[src/rtl/outlet_collector_pkg.sv]
// Shared types and width helpers for the outlet collector.
package outlet_collector_pkg;

  typedef enum logic [2:0] {
    StIdle,
    StTransit,
    StSample,
    StDispense,
    StResult
  } state_e;

  // Width of an index over n items, never below one bit.
  function automatic int unsigned clog2_min1(input int unsigned n);
    return (n > 1) ? $clog2(n) : 1;
  endfunction

  // Accumulator width: summing n_samples values of data_w bits cannot overflow.
  function automatic int unsigned acc_width(input int unsigned data_w,
                                            input int unsigned n_samples);
    return data_w + $clog2(n_samples);
  endfunction

endpackage

[src/rtl/outlet_collector_if.sv]
// Host/detector/valve signal bundle for the outlet collector.
interface outlet_collector_if #(
  parameter int unsigned DATA_W    = 8,
  parameter int unsigned NUM_WELLS = 4
) ();
  import outlet_collector_pkg::*;

  localparam int unsigned WELL_W = clog2_min1(NUM_WELLS);

  logic              start;
  logic              abort;
  logic              clear_wells;
  logic              det_valid;
  logic [DATA_W-1:0] det_data;
  logic              valve_collect;
  logic              valve_waste;
  logic [WELL_W-1:0] well_sel;
  logic              busy;
  logic              wells_full;
  logic              result_valid;
  logic              result_ready;
  logic              result_pass;
  logic [DATA_W-1:0] result_avg;
  logic [WELL_W-1:0] result_well;

  modport master (
    output start, abort, clear_wells, det_valid, det_data, result_ready,
    input  valve_collect, valve_waste, well_sel, busy, wells_full,
    input  result_valid, result_pass, result_avg, result_well
  );

  modport slave (
    input  start, abort, clear_wells, det_valid, det_data, result_ready,
    output valve_collect, valve_waste, well_sel, busy, wells_full,
    output result_valid, result_pass, result_avg, result_well
  );

endinterface

[src/rtl/outlet_collector_cycle_timer.sv]
// Loadable down-counter; done is high while the count sits at zero.
module cycle_timer #(
  parameter int unsigned CNT_W = 6
) (
  input  logic             clk,
  input  logic             rst_n,
  input  logic             load,
  input  logic [CNT_W-1:0] load_val,
  input  logic             en,
  output logic             done
);

  logic [CNT_W-1:0] cnt_q;

  always_ff @(posedge clk or negedge rst_n) begin
    if (!rst_n) begin
      cnt_q <= '0;
    end else if (load) begin
      cnt_q <= load_val;
    end else if (en && (cnt_q != '0)) begin
      cnt_q <= cnt_q - CNT_W'(1);
    end
  end

  assign done = (cnt_q == '0);

endmodule

[src/rtl/outlet_collector.sv]
// Outlet-end assay controller: transit wait, detector averaging, valve routing
// to a collection well or waste, and a valid/ready result to the host.
module outlet_collector
  import outlet_collector_pkg::*;
#(
  parameter int unsigned DATA_W          = 8,
  parameter int unsigned N_SAMPLES       = 4,
  parameter int unsigned TRANSIT_CYCLES  = 64,
  parameter int unsigned DISPENSE_CYCLES = 16,
  parameter int unsigned NUM_WELLS       = 4,
  parameter int unsigned THRESHOLD       = 128
) (
  input logic               clk,
  input logic               rst_n,
  outlet_collector_if.slave bus
);

  localparam int unsigned WELL_W = clog2_min1(NUM_WELLS);
  localparam int unsigned ACC_W  = acc_width(DATA_W, N_SAMPLES);
  localparam int unsigned SHIFT  = $clog2(N_SAMPLES);
  localparam int unsigned SCNT_W = clog2_min1(N_SAMPLES);
  localparam int unsigned TMAX   = (TRANSIT_CYCLES > DISPENSE_CYCLES) ?
                                   TRANSIT_CYCLES : DISPENSE_CYCLES;
  localparam int unsigned TMR_W  = clog2_min1(TMAX);

  state_e            state_q, state_d;
  logic [ACC_W-1:0]  acc_q, acc_sum;
  logic [SCNT_W-1:0] scnt_q;
  logic [WELL_W-1:0] ptr_q, rwell_q;
  logic              full_q, pass_q;
  logic [DATA_W-1:0] avg_q, avg_new;
  logic              pass_new, abort_act, start_ok, sample_take, sample_last;
  logic              tmr_load, tmr_en, tmr_done;
  logic [TMR_W-1:0]  tmr_val;

  assign abort_act   = bus.abort && (state_q != StIdle);
  // A same-cycle clear frees the wells before start is judged.
  assign start_ok    = bus.start && (!full_q || bus.clear_wells);
  assign sample_take = (state_q == StSample) && bus.det_valid;
  assign sample_last = sample_take && (scnt_q == SCNT_W'(N_SAMPLES - 1));
  assign acc_sum     = acc_q + ACC_W'(bus.det_data);
  assign avg_new     = DATA_W'(acc_sum >> SHIFT);
  assign pass_new    = (32'(avg_new) >= THRESHOLD);

  // Timer is reloaded on entry to TRANSIT or DISPENSE so it runs N-1 down to 0.
  always_comb begin
    tmr_load = 1'b0;
    tmr_val  = '0;
    if (abort_act) begin
      tmr_load = 1'b1;
    end else if ((state_q == StIdle) && start_ok) begin
      tmr_load = 1'b1;
      tmr_val  = TMR_W'(TRANSIT_CYCLES - 1);
    end else if (sample_last) begin
      tmr_load = 1'b1;
      tmr_val  = TMR_W'(DISPENSE_CYCLES - 1);
    end
  end

  assign tmr_en = (state_q == StTransit) || (state_q == StDispense);

  cycle_timer #(
    .CNT_W (TMR_W)
  ) u_timer (
    .clk      (clk),
    .rst_n    (rst_n),
    .load     (tmr_load),
    .load_val (tmr_val),
    .en       (tmr_en),
    .done     (tmr_done)
  );

  always_ff @(posedge clk or negedge rst_n) begin
    if (!rst_n) state_q <= StIdle;
    else        state_q <= state_d;
  end

  always_comb begin
    state_d = state_q;
    unique case (state_q)
      StIdle:     if (start_ok)         state_d = StTransit;
      StTransit:  if (tmr_done)         state_d = StSample;
      StSample:   if (sample_last)      state_d = StDispense;
      StDispense: if (tmr_done)         state_d = StResult;
      StResult:   if (bus.result_ready) state_d = StIdle;
      default:                          state_d = StIdle;
    endcase
    if (abort_act) state_d = StIdle;
  end

  always_comb begin
    bus.busy          = (state_q != StIdle);
    bus.valve_collect = (state_q == StDispense) && pass_q;
    bus.valve_waste   = (state_q == StDispense) && !pass_q;
    bus.well_sel      = ((state_q == StDispense) && pass_q) ? ptr_q : '0;
    bus.result_valid  = (state_q == StResult);
    bus.wells_full    = full_q;
    bus.result_pass   = pass_q;
    bus.result_avg    = avg_q;
    bus.result_well   = rwell_q;
  end

  always_ff @(posedge clk or negedge rst_n) begin
    if (!rst_n) begin
      acc_q   <= '0;
      scnt_q  <= '0;
      ptr_q   <= '0;
      full_q  <= 1'b0;
      pass_q  <= 1'b0;
      avg_q   <= '0;
      rwell_q <= '0;
    end else if (abort_act) begin
      acc_q  <= '0;
      scnt_q <= '0;
    end else begin
      case (state_q)
        StIdle: begin
          if (bus.clear_wells) begin
            ptr_q  <= '0;
            full_q <= 1'b0;
          end
        end
        StSample: begin
          if (sample_last) begin
            acc_q   <= '0;
            scnt_q  <= '0;
            avg_q   <= avg_new;
            pass_q  <= pass_new;
            rwell_q <= pass_new ? ptr_q : '0;
          end else if (sample_take) begin
            acc_q  <= acc_sum;
            scnt_q <= scnt_q + SCNT_W'(1);
          end
        end
        StDispense: begin
          // Pointer parks on the last well once every well has been used.
          if (tmr_done && pass_q) begin
            if (ptr_q == WELL_W'(NUM_WELLS - 1)) full_q <= 1'b1;
            else                                  ptr_q  <= ptr_q + WELL_W'(1);
          end
        end
        default: ;
      endcase
    end
  end

endmodule

[src/flat_wrapper.sv]
// flat-port wrapper written by rule: the top's interface ports become plain ports
module outlet_collector_flat import outlet_collector_pkg::*;
#(
  parameter int unsigned DATA_W          = 8,
  parameter int unsigned N_SAMPLES       = 4,
  parameter int unsigned TRANSIT_CYCLES  = 64,
  parameter int unsigned DISPENSE_CYCLES = 16,
  parameter int unsigned NUM_WELLS       = 4,
  parameter int unsigned THRESHOLD       = 128
)
  (clk, rst_n, bus_start, bus_abort, bus_clear_wells, bus_det_valid, bus_det_data, bus_result_ready, bus_valve_collect, bus_valve_waste, bus_well_sel, bus_busy, bus_wells_full, bus_result_valid, bus_result_pass, bus_result_avg, bus_result_well);
  outlet_collector_if #(.DATA_W(DATA_W), .NUM_WELLS(NUM_WELLS)) bus_i ();
  input logic clk;
  input logic rst_n;
  input wire logic [$bits(bus_i.start)-1:0] bus_start;
  input wire logic [$bits(bus_i.abort)-1:0] bus_abort;
  input wire logic [$bits(bus_i.clear_wells)-1:0] bus_clear_wells;
  input wire logic [$bits(bus_i.det_valid)-1:0] bus_det_valid;
  input wire logic [$bits(bus_i.det_data)-1:0] bus_det_data;
  input wire logic [$bits(bus_i.result_ready)-1:0] bus_result_ready;
  output wire logic [$bits(bus_i.valve_collect)-1:0] bus_valve_collect;
  output wire logic [$bits(bus_i.valve_waste)-1:0] bus_valve_waste;
  output wire logic [$bits(bus_i.well_sel)-1:0] bus_well_sel;
  output wire logic [$bits(bus_i.busy)-1:0] bus_busy;
  output wire logic [$bits(bus_i.wells_full)-1:0] bus_wells_full;
  output wire logic [$bits(bus_i.result_valid)-1:0] bus_result_valid;
  output wire logic [$bits(bus_i.result_pass)-1:0] bus_result_pass;
  output wire logic [$bits(bus_i.result_avg)-1:0] bus_result_avg;
  output wire logic [$bits(bus_i.result_well)-1:0] bus_result_well;
  assign bus_i.start = bus_start;
  assign bus_i.abort = bus_abort;
  assign bus_i.clear_wells = bus_clear_wells;
  assign bus_i.det_valid = bus_det_valid;
  assign bus_i.det_data = bus_det_data;
  assign bus_i.result_ready = bus_result_ready;
  assign bus_valve_collect = bus_i.valve_collect;
  assign bus_valve_waste = bus_i.valve_waste;
  assign bus_well_sel = bus_i.well_sel;
  assign bus_busy = bus_i.busy;
  assign bus_wells_full = bus_i.wells_full;
  assign bus_result_valid = bus_i.result_valid;
  assign bus_result_pass = bus_i.result_pass;
  assign bus_result_avg = bus_i.result_avg;
  assign bus_result_well = bus_i.result_well;
  outlet_collector #(.DATA_W(DATA_W), .N_SAMPLES(N_SAMPLES), .TRANSIT_CYCLES(TRANSIT_CYCLES), .DISPENSE_CYCLES(DISPENSE_CYCLES), .NUM_WELLS(NUM_WELLS), .THRESHOLD(THRESHOLD)) u_core (.clk(clk), .rst_n(rst_n), .bus(bus_i));
endmodule
[config.mk]
export PLATFORM = sky130hd
export DESIGN_NAME = outlet_collector_flat
export DESIGN_NICKNAME = d
export VERILOG_FILES = /design/src/rtl/outlet_collector_pkg.sv /design/src/rtl/outlet_collector_if.sv /design/src/rtl/outlet_collector_cycle_timer.sv /design/src/rtl/outlet_collector.sv /design/src/flat_wrapper.sv
export SDC_FILE = /design/constraint.sdc
export NUM_CORES = 1
export LEC_CHECK = 0
export ABC_AREA = 1
export CORE_MARGIN = 2
export CORE_UTILIZATION = 40
export CTS_BUF_LIST = sky130_fd_sc_hd__clkbuf_4 sky130_fd_sc_hd__clkbuf_8 sky130_fd_sc_hd__clkbuf_16
export DETAILED_ROUTE_END_ITERATION = 8
export PLACE_DENSITY = 0.73
export SYNTH_ARGS = -nofsm -noshare
export SYNTH_HDL_FRONTEND = slang
export SYNTH_SLANG_ARGS = --single-unit
export TNS_END_PERCENT = 100
[constraint.sdc]
create_clock -name clk -period 1.95 [get_ports clk]
set_clock_uncertainty 0.15 [all_clocks]
set_input_delay 0.195 -clock clk [delete_from_list [all_inputs] [get_ports clk]]
set_output_delay 0.195 -clock clk [all_outputs]
set_load 0.01 [all_outputs]
### Routing congestion map, run 1

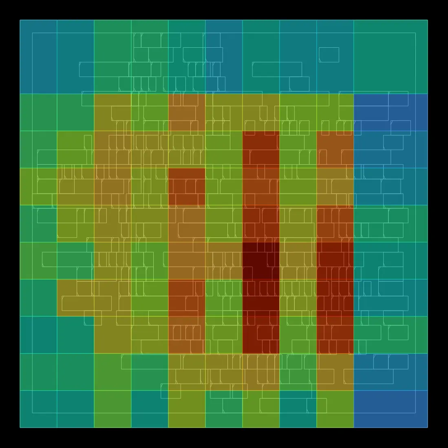
overall fraction of global-route tracks in use: 18.4%
global route hottest layer: met2
average detailed-routed wire length per instance: 11.7 um
met3 track demand over resource in global routing: 5.42%
Post-Route Utilization: 54.9%

### Signal wires by layer, run 1

(4 px per um)
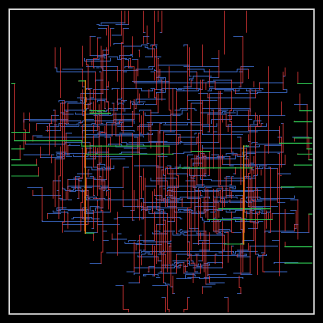
legend:
  met3:
    colour: green
    wire_length: 210 um
  met2:
    colour: red
    wire_length: 2240 um
  met1:
    colour: blue
    wire_length: 2080 um
  met4:
    colour: orange
    wire_length: 62.6 um

==> summary.txt, run 1 <==
Results of the implementation run.

The number of unique standard cell types used by synthesis came out at 28. Per STA, the highest per-stage delay on the worst path measures 0.56 ns. The wire length of the first global-routing pass came out at 7.89 mm. The detailed placer's ending HPWL is 3.42 mm. Per the layout report, the design carries 49 non-clock buffers.

Per the final report, the share of cell area in clock cells is 4.92%. The max-capacitance violation count is 0. Leaving out filler cells and counting taps, the final layout contains 392.

TritonCTS reports the number of clock sinks as 35. The total die size is 5750 um^2. The leakage power total is 1.46 nW.

The number of antenna violations at the first check in global routing came to 0. The final worst-path cycle share is 94.0%. The total number of H-tree levels is 2.

The critical path is of the flop to primary output type. The multi-input combinational area share came out at 39.3%. The heaviest power group is combinational logic. The timing report gives the clock slew at the launch and capture registers of the worst setup and hold paths as 0.08 ns. The final antenna-violating net count came out at 0.

The share of final layout cell area taken by non-clock buffers came out at 16.4%. The iteration-0 DRC count of the detailed router is 79. STA classifies the critical path startpoint as a flop. Among all stages on the critical path, the largest delay is contributed by sky130_fd_sc_hd__clkdlybuf4s50_1. The final antenna diode tally reported by the flow is 0. The CTS tree is yes. The synthesized netlist handed to floorplanning was reported with a cell count of 265. The final count of pins violating max slew came out at 0. The top fanout value on the critical path is 5. The worst path buffer plus inverter count is 1. The flow ran to the end, and the final reports show no timing, DRC or antenna violations. Sequential cells were found to cover 42.4% of the synthesized design area. Before antenna repair, the detailed router went through 4 iterations. The leading register cell type out of synthesis is sky130_fd_sc_hd__dfrtp_1. Among cell families on the critical path, the largest total delay comes from buffers and inverters. The number of placement rows is 26. Registers are responsible for 30.2% of the overall power. The synthesis area per yosys came out at 2060 um^2. The clock network latency to the later pin of the worst-skew pair came out at 0.30 ns.

Summed over all nets, wire length on met2 after detailed routing comes to 2.24 mm. The highest clock rate came out at 0.545 GHz. Note that the worst hold path type here is primary input to async pin. The final routed wirelength across all metal layers is 4.59 mm. The DRC violation count after routing is 0.

The flow reported a cell area power density of 1290 nW/um^2. The required time of the worst setup path is 1.60 ns. The detailed router used layers up to and including met4. The worst supply voltage drop on vdd came out at 0.545 mV.

The shortest period the worst path allows came out at 1.83 ns. The power report attributes to the clock group a share of 22.4%. The share of total power in combinational logic came out at 47.4%.

The arrival time of data at the worst endpoint is listed as 1.49 ns. The transition time at the pin with the least slew margin came out at 0.445 ns. The final layout report lists a filler cell count of 468. The chip height came out at 75.8 um. The clock network power consumption is 798 uW. The final layout report lists a non-clock inverter count of 33. The library cells used most frequently in the layout, excluding fill and tap cells, are sky130_fd_sc_hd__nand2_1, sky130_fd_sc_hd__dfrtp_1, sky130_fd_sc_hd__inv_1, sky130_fd_sc_hd__clkdlybuf4s50_1, sky130_fd_sc_hd__buf_4. The largest cell class by area is combinational gates.

The root buffer cell chosen for the clock tree is sky130_fd_sc_hd__clkbuf_8. OpenSTA, run right after detailed placement, puts the worst setup slack at -0.249 ns. Setup repair after global routing could not meet its margin everywhere. The total clock buffers created by CTS is 5. Per the synthesis report, the dominant area consumer among library cells is sky130_fd_sc_hd__dfrtp_1. The via count of the first global-routing pass came out at 1810. The number of instances in the placed design is 381. The weighted congestion at the end of routability-driven global placement is 0.879. The global-route congestion overflow total is 0. The count of flip-flops with a built-in enable after synthesis is 0.

The critical path goes through nor3_1 > clkdlybuf4s50_1. The minimum setup slack in the final design is 0.116 ns. The power drawn by the sequential cells came out at 1.07 mW.

The final timing report counts setup violations totalling 0. In the post-synthesis netlist, the biggest area contributors are sky130_fd_sc_hd__dfrtp_1, sky130_fd_sc_hd__nand2_1, sky130_fd_sc_hd__ha_1. Entering global routing, the biggest net connects 36 pins. The total number of vias came out at 1853. The total nets after synthesis came out at 293. Per report_power, the Combinational row totals 1.69 mW. The area share of the leading cell type in the synthesized netlist came out at 42.4%.

Across all stage logs, warnings added up to 28. Per the post-synthesis stats, the area per cell is 7.79 um^2. The flip-flop and latch area is 877 um^2. The number of input and output port buffers inserted is 32. The floorplan step records an initial core utilization of 40.9%.
### Layout detail, run 1

Window x 47 to 67, y 9 to 29 um. Cells in grey, sequential cells in the stronger grey; small squares are vias.
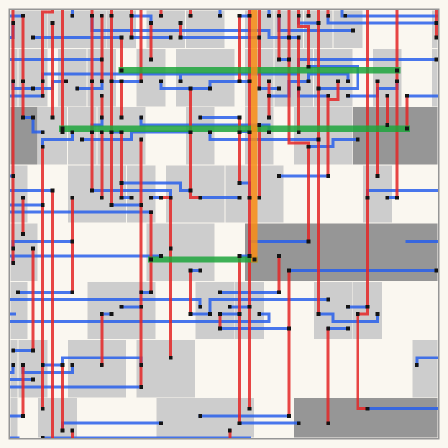
legend:
  met4:
    colour: orange
  met1:
    colour: blue
  met3:
    colour: green
  met2:
    colour: red
most frequent: nand2_1 (17), buf_4 (6)
cells with their middle in the window: 45
sequential cells in the window: 2
netlist names of flops here include: u_core.acc_q (1), u_core.bus.result_avg (1)

### Where the registers sit, run 1

(6 px per um) Other sequential cells in the stronger grey, the rest of the logic in the fainter grey.
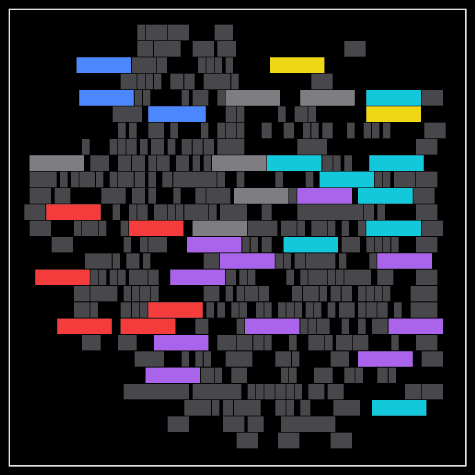
legend:
  u_core.bus.result_avg:
    colour: cyan
    sequential_cells: 8
  u_core.acc_q:
    colour: purple
    sequential_cells: 10
  u_core.u_timer.cnt_q:
    colour: red
    sequential_cells: 6
  u_core.bus.result_well:
    colour: yellow
    sequential_cells: 2
  u_core.state_q:
    colour: blue
    sequential_cells: 3
not coloured: 6

[run 1: metrics by stage]
step	power (mW)	util (%)	hold slack (ns)	area (um^2)
after floorplan	2.15	-	-0.251	2060
after global placement	2.65	51.0	0.315	2570
after detailed placement	2.69	51.0	0.320	2570
after CTS	3.54	54.0	0.177	2720
after global routing	3.87	54.9	0.201	2770
final	3.56	54.9	0.152	2770
[run 1: layer usage]
metal  up-vias  global-route usage (%)
met1       850                    22.7
met4         0                    6.04
met5         -                       0
met3         5                    5.42
li1        960                       -
met2        38                    30.8
[run 1: logic make-up (layout without fill, tap and decap cells)]
logic type / after synthesis / in the layout / synth area share [%]
buffers and inverters: 33 / 90 / 6.36
flip-flops: 35 / 35 / 42.4
AND/OR/NAND/NOR: 147 / 147 / 31.3
XOR/XNOR: 9 / 9 / 3.82
adder cells (fa/ha/maj): 13 / 13 / 8.24
AND-OR/OR-AND: 28 / 28 / 7.88
[run 1: Yosys cell counts, types with 2 or more instances]
master	n
sky130_fd_sc_hd__dfrtp_1	35
sky130_fd_sc_hd__ha_1	12
sky130_fd_sc_hd__o21ai_1	6
sky130_fd_sc_hd__xor2_1	4
sky130_fd_sc_hd__inv_2	4
sky130_fd_sc_hd__nand2_1	96
sky130_fd_sc_hd__o21ai_0	8
sky130_fd_sc_hd__o211ai_1	3
sky130_fd_sc_hd__inv_1	27
sky130_fd_sc_hd__xnor2_1	5
sky130_fd_sc_hd__nor2_2	3
sky130_fd_sc_hd__nand2_2	5
sky130_fd_sc_hd__nand4_1	5
sky130_fd_sc_hd__nand3_1	15
sky130_fd_sc_hd__nor3_1	3
sky130_fd_sc_hd__nor2_4	2
sky130_fd_sc_hd__nor2_1	15
sky130_fd_sc_hd__a21boi_0	2
sky130_fd_sc_hd__nand3b_1	2
sky130_fd_sc_hd__a21oi_1	5
[run 1: final timing paths]
| kind | cells after the start | endpoint | from | slack [ns] |
|---|---|---|---|---|
| worst max-delay path | 2 | bus_valve_waste | u_core.state_q[2]$_DFFE_PN0P_ | 0.12 |
| min in group clk | 2 | u_core.bus.result_well[0]$_DFFE_PN0P_ | u_core.bus.result_well[0]$_DFFE_PN0P_ | 0.34 |
| max in group asynchronous | 2 | u_core.state_q[2]$_DFFE_PN0P_ | rst_n | 1.15 |
| worst min-delay path | 2 | u_core.bus.result_avg[2]$_DFFE_PN0P_ | rst_n | 0.15 |
| worst max register to register | 9 | u_core.acc_q[0]$_DFFE_PN0P_ | u_core.state_q[0]$_DFFE_PN0P_ | 0.13 |
| worst min register to register | 2 | u_core.bus.result_well[0]$_DFFE_PN0P_ | u_core.bus.result_well[0]$_DFFE_PN0P_ | 0.34 |
[run 1: state kept, by name, indices dropped and copies added, names as in the netlist]
| register | flops |
|---|---|
| u_core.u_timer.cnt_q | 6 |
| u_core.bus.wells_full | 1 |
| u_core.bus.result_avg | 8 |
| u_core.acc_q | 10 |
| u_core.bus.result_pass | 1 |
| u_core.scnt_q | 2 |
| u_core.ptr_q | 2 |
| u_core.bus.result_well | 2 |
| u_core.state_q | 3 |
[run 1: repair_timing]
action	4_1_cts	5_1_grt
setup buffers	2	0
endpoints found under the setup margin	3	15
resized	3	12
gates cloned	0	1
pin swaps	0	2
### Clock network drawn from the DEF, run 1

(4 px per um)
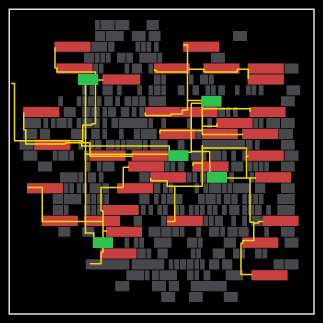

--- run 2 (diff from run 1) ---
- GPL_TIMING_DRIVEN: default -> 0
### Clock network drawn from the DEF, run 2

(4 px per um)
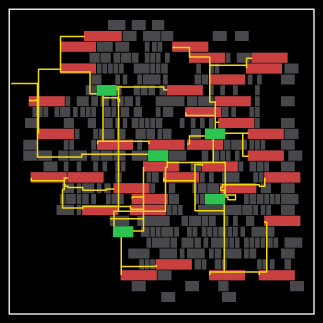
legend:
  flip-flops:
    colour: red
    count: 35
  cells driving clock nets:
    colour: green
    count: 5
  clock wires:
    colour: yellow
    length: 551 um
flops lie: widely spread
routed clock nets: 6

==> run 2 against run 1 <==
Combinational power down 7%; register-to-register slack worse by 0.02 ns; die area unchanged; critical path type is now primary input to flop; area after synthesis unchanged; cell count down 1.8%; sequential share of layout area up 0.81 points; first-iteration DRC count up 72%; largest cell class unchanged.
==> summary.txt, run 2 <==
Results of the implementation run.

The run finished with clean final reports. The register with the most flip-flops is u_core.acc_q. The aggregate negative setup slack came out at 0 ns. The slack of the worst reg-to-reg path is 0.11 ns (-0.02 ns). The total number of H-tree levels is 2 (unchanged). The required time of the worst setup path is 2.04 ns (+0.44 ns).

Looking at hold timing, the worst path starts from u_core.bus.result_well[0]$_DFFE_PN0P_. The sequential share of the synthesized area is 42.4% (unchanged). The final worst-path cycle share came to 94.8% (+0.79 points).

TritonCTS built the clock tree. The layout-stage area growth over the synthesis result is 30.8%. The total die size came out at 5750 um^2 (unchanged). The script logs the ratio of routed vias to standard cells as 4.89. The cell type that accounts for the most area after synthesis is sky130_fd_sc_hd__dfrtp_1. The max-capacitance violation count came to 0 (unchanged). The maximum count of clock buffers along a single path is 2. The most used logic cell in the final layout is sky130_fd_sc_hd__nand2_1. The shortest period the worst path allows came out at 1.85 ns (+0.0155 ns).

The wire length of the first global-routing pass is 7.58 mm (-3.9%). The count of flip-flops with a built-in enable after synthesis is 0 (unchanged). The instance area after placement is 2470 um^2 (-4.1%). The dominant delay contributor by cell family on the critical path is adder cells. The number of flip-flops under the largest register name came out at 10 (unchanged). The worst flop-to-flop path endpoint is u_core.bus.result_avg[4]$_DFFE_PN0P_. The total number of vias is 1884 (+1.7%).

For reference, the top cells by count after synthesis are sky130_fd_sc_hd__nand2_1, sky130_fd_sc_hd__dfrtp_1, sky130_fd_sc_hd__inv_1. The clock-pin slew on the worst setup and hold paths is 0.07 ns (about the same). The worst supply voltage drop on vdd was 0.526 mV (-3.4%). After synthesis the netlist holds a flip-flop and latch count of 35. The fraction of the core area occupied by cells at floorplan came out at 40.9% (unchanged).

The leakage power total came out at 1.41 nW (-3.9%). The total number of yosys warnings came out at 0. The cell depth of the worst setup path is 10 (+8). The worst path buffer plus inverter count came out at 2 (+1). The count of antenna diodes in the layout was 0 (unchanged).

Per the CTS log, the root buffer master is sky130_fd_sc_hd__clkbuf_8. The combined global-route utilization of all metal layers was 17.6% (-0.75 points). The top fanout value on the critical path is 3 (-2). The transition time at the pin with the least slew margin is 0.784 ns (+0.339 ns). The synthesis area per yosys came out at 2060 um^2 (unchanged). The total number of nets in the final design is 342. The highest clock rate came out at 0.541 GHz (-0.84%). The number of antenna violations at the first check in global routing came out at 0 (unchanged).

The count of instantiated cells in the yosys netlist came out at 265. The area share of the leading cell type in the synthesized netlist came out at 42.4% (unchanged). Counting stages on the worst path, the most repeated cell is sky130_fd_sc_hd__nand2_1. The total clock buffers created by CTS came out at 5 (unchanged). The mean post-synth cell area came out at 7.79 um^2 (unchanged).

The number of unique standard cell types used by synthesis is 28 (unchanged). By startpoint and endpoint, the worst setup path is classified as primary input to flop. The pin count of the biggest net entering global routing is 36 (unchanged).

The weighted congestion at the end of routability-driven global placement was 0.823 (-6.3%). The longest individual stage delay on the worst path is 0.47 ns (-0.09 ns). The final routed wirelength across all metal layers came out at 4.75 mm (+3.5%). The critical path goes through clkdlybuf4s50_1 > ha_2 > inv_1 > fa_2 > o21ai_2 > nand2_1 > nand2_2 > xor2_2 > nand2_1 > nand2_1. The number of input and output port buffers inserted came out at 32 (unchanged). The number of optimization iterations in the first detailed-route pass came out at 5 (+1).

The number of placement rows was 26 (unchanged). Looking at the gate-level netlist, the highest instance count belongs to sky130_fd_sc_hd__nand2_1. The number of hold violations in the final report is 0. The power density of the placed cells came to 1240 nW/um^2 (-3.5%). The post-route cell area is 2700 um^2 (-2.5%). The mapped cell area came out at 2060 um^2. The number of warnings the tools reported is 27 (-3.6%). The number of cells traversed by the worst hold path is 2. The number of standard cells after synthesis came out at 265 (unchanged). For this design, the slowest cell found on the critical path is sky130_fd_sc_hd__clkdlybuf4s50_1. The iteration-0 DRC count of the detailed router came out at 136 (+72%). The main area contributors are sky130_fd_sc_hd__dfrtp_1, sky130_fd_sc_hd__nand2_1, sky130_fd_sc_hd__ha_1. The horizontal die dimension reported for this design is 75.8 um. The detailed placer's ending HPWL came out at 3.35 mm (-2.0%).

The worst hold endpoint is u_core.bus.result_well[0]$_DFFE_PN0P_. The clock network latency to the later pin of the worst-skew pair is 0.30 ns (about the same). The worst setup path is captured at a flop.

The global-route congestion overflow total was 0 (unchanged). Looking at the reg2reg group, the worst path starts from u_core.acc_q[0]$_DFFE_PN0P_. The via count of the first global-routing pass is 1748 (-3.4%). The total power consumption of the routed design came out at 3.35 mW (-5.9%). In the synthesized netlist the dominant register cell turns out to be sky130_fd_sc_hd__dfrtp_1. The fraction of synthesis flops using an asynchronous set or reset pin is 100%.

The core region is 5040 um^2. The worst-case max-slew headroom was logged as 47.7%. The top cell types in the final layout, fill and taps aside, are sky130_fd_sc_hd__nand2_1, sky130_fd_sc_hd__dfrtp_1, sky130_fd_sc_hd__inv_1.

The boundary pin count is 33. STA reports the tightest min-delay check as being of type flop to flop. The total nets after synthesis came out at 293 (unchanged). The average wire length per cell after detail routing is 12.3 um (+5.4%). The number of failing setup endpoints in the final timing report came out at 0 (unchanged).

STA classifies the critical path startpoint as a primary input. The depth of the most critical reg-to-reg path came out at 9 (unchanged). The chip height is 75.8 um (unchanged). Cells with a size suffix above 1 make up 14.0% of the layout. The final count of pins violating max slew came out at 0 (unchanged). The final antenna-violating net count is 0 (unchanged). The critical path data arrival time is 1.93 ns (+0.44 ns). The DRC violation count after routing is 0 (unchanged). The clock sink count came out at 35 (unchanged).
### Signal wires by layer, run 2

(4 px per um)
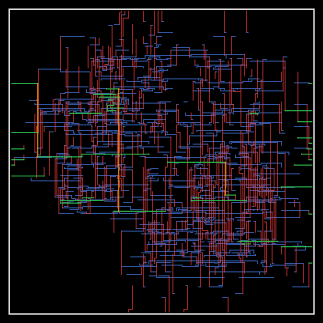
legend:
  met4:
    colour: orange
    wire_length: 57.1 um
  met1:
    colour: blue
    wire_length: 2160 um
  met2:
    colour: red
    wire_length: 2330 um
  met3:
    colour: green
    wire_length: 205 um

[run 2: power by group]
part | switching, mW | internal [mW] | total [mW]
clock network | 0.291 | 0.414 | 0.705
registers | 0.148 | 0.922 | 1.07
logic | 0.961 | 0.615 | 1.58
total | 1.40 | 1.95 | 3.35
[run 2: metal layers]
metal	GRT usage, %	vias up	part of all wire, %
met3	3.84	6	4.3
met1	21.4	872	45
met2	30.4	54	49
li1	-	952	-
met5	0	-	0
met4	7.02	0	1.2
[run 2: through the flow]
stage | utilization [%] | setup WS (ns) | hold WS (ns) | cells
floorplan | - | 0.103 | -0.251 | 265
global placement | 49.0 | -0.500 | 0.314 | 367
global route | 53.6 | -0.0235 | 0.369 | 385
finish | 53.6 | 0.101 | 0.329 | 385
CTS | 52.2 | 0.00532 | 0.336 | 379
detailed placement | 48.9 | -0.499 | 0.180 | 367
[run 2: worst max-delay path by stage]
stage,slack [ns],end,from
floorplan,0.10,u_core.acc_q[6]$_DFFE_PN0P_,u_core.acc_q[0]$_DFFE_PN0P_
global placement,-0.50,u_core.acc_q[6]$_DFFE_PN0P_,bus_det_data[0]
detailed placement,-0.50,u_core.bus.result_avg[4]$_DFFE_PN0P_,bus_det_data[0]
CTS,0.005,u_core.bus.result_avg[4]$_DFFE_PN0P_,bus_det_data[0]
global route,-0.02,u_core.bus.result_avg[4]$_DFFE_PN0P_,bus_det_data[0]
finish,0.10,u_core.bus.result_avg[4]$_DFFE_PN0P_,bus_det_data[0]
[run 2: area by class of cell]
type,count,area (um^2)
Sequential cell,35,877
Tap cell,70,87.6
Inverter,32,124
Multi-Input combinational cell,197,1090
Clock inverter,2,35.0
Clock buffer,6,82.6
Fill cell,470,2340
Timing Repair Buffer,41,387
Buffer,1,11.3
Timing Repair inverter,1,5.00
[run 2: tightest hold or removal path, delay by kind of cell, from the launching register on]
family,cells,cell delay (ns)
flip-flops,1,0.34
AND/OR/NAND/NOR,2,0.10
[run 2: logic make-up after synthesis]
kind of cell	count (synthesis)	synth area share, %
and+or+nand+nor	147	31.3
DFF	35	42.4
buffers and inverters	33	6.36
AOI/OAI and AO/OA	28	7.88
adders and majority gates	13	8.24
xor gates and xnor gates	9	3.82
[run 2: what timing repair did]
item | in CTS | in global routing
endpoints found under the hold margin | 35 | 0
pin swaps | 0 | 3
hold buffers | 1 | 0
buffers inserted | 3 | 5
gates cloned | 0 | 1
gates resized | 8 | 10
endpoints found under the setup margin | 9 | 19
No activity file was given, so power comes from the tool's default toggle rates.
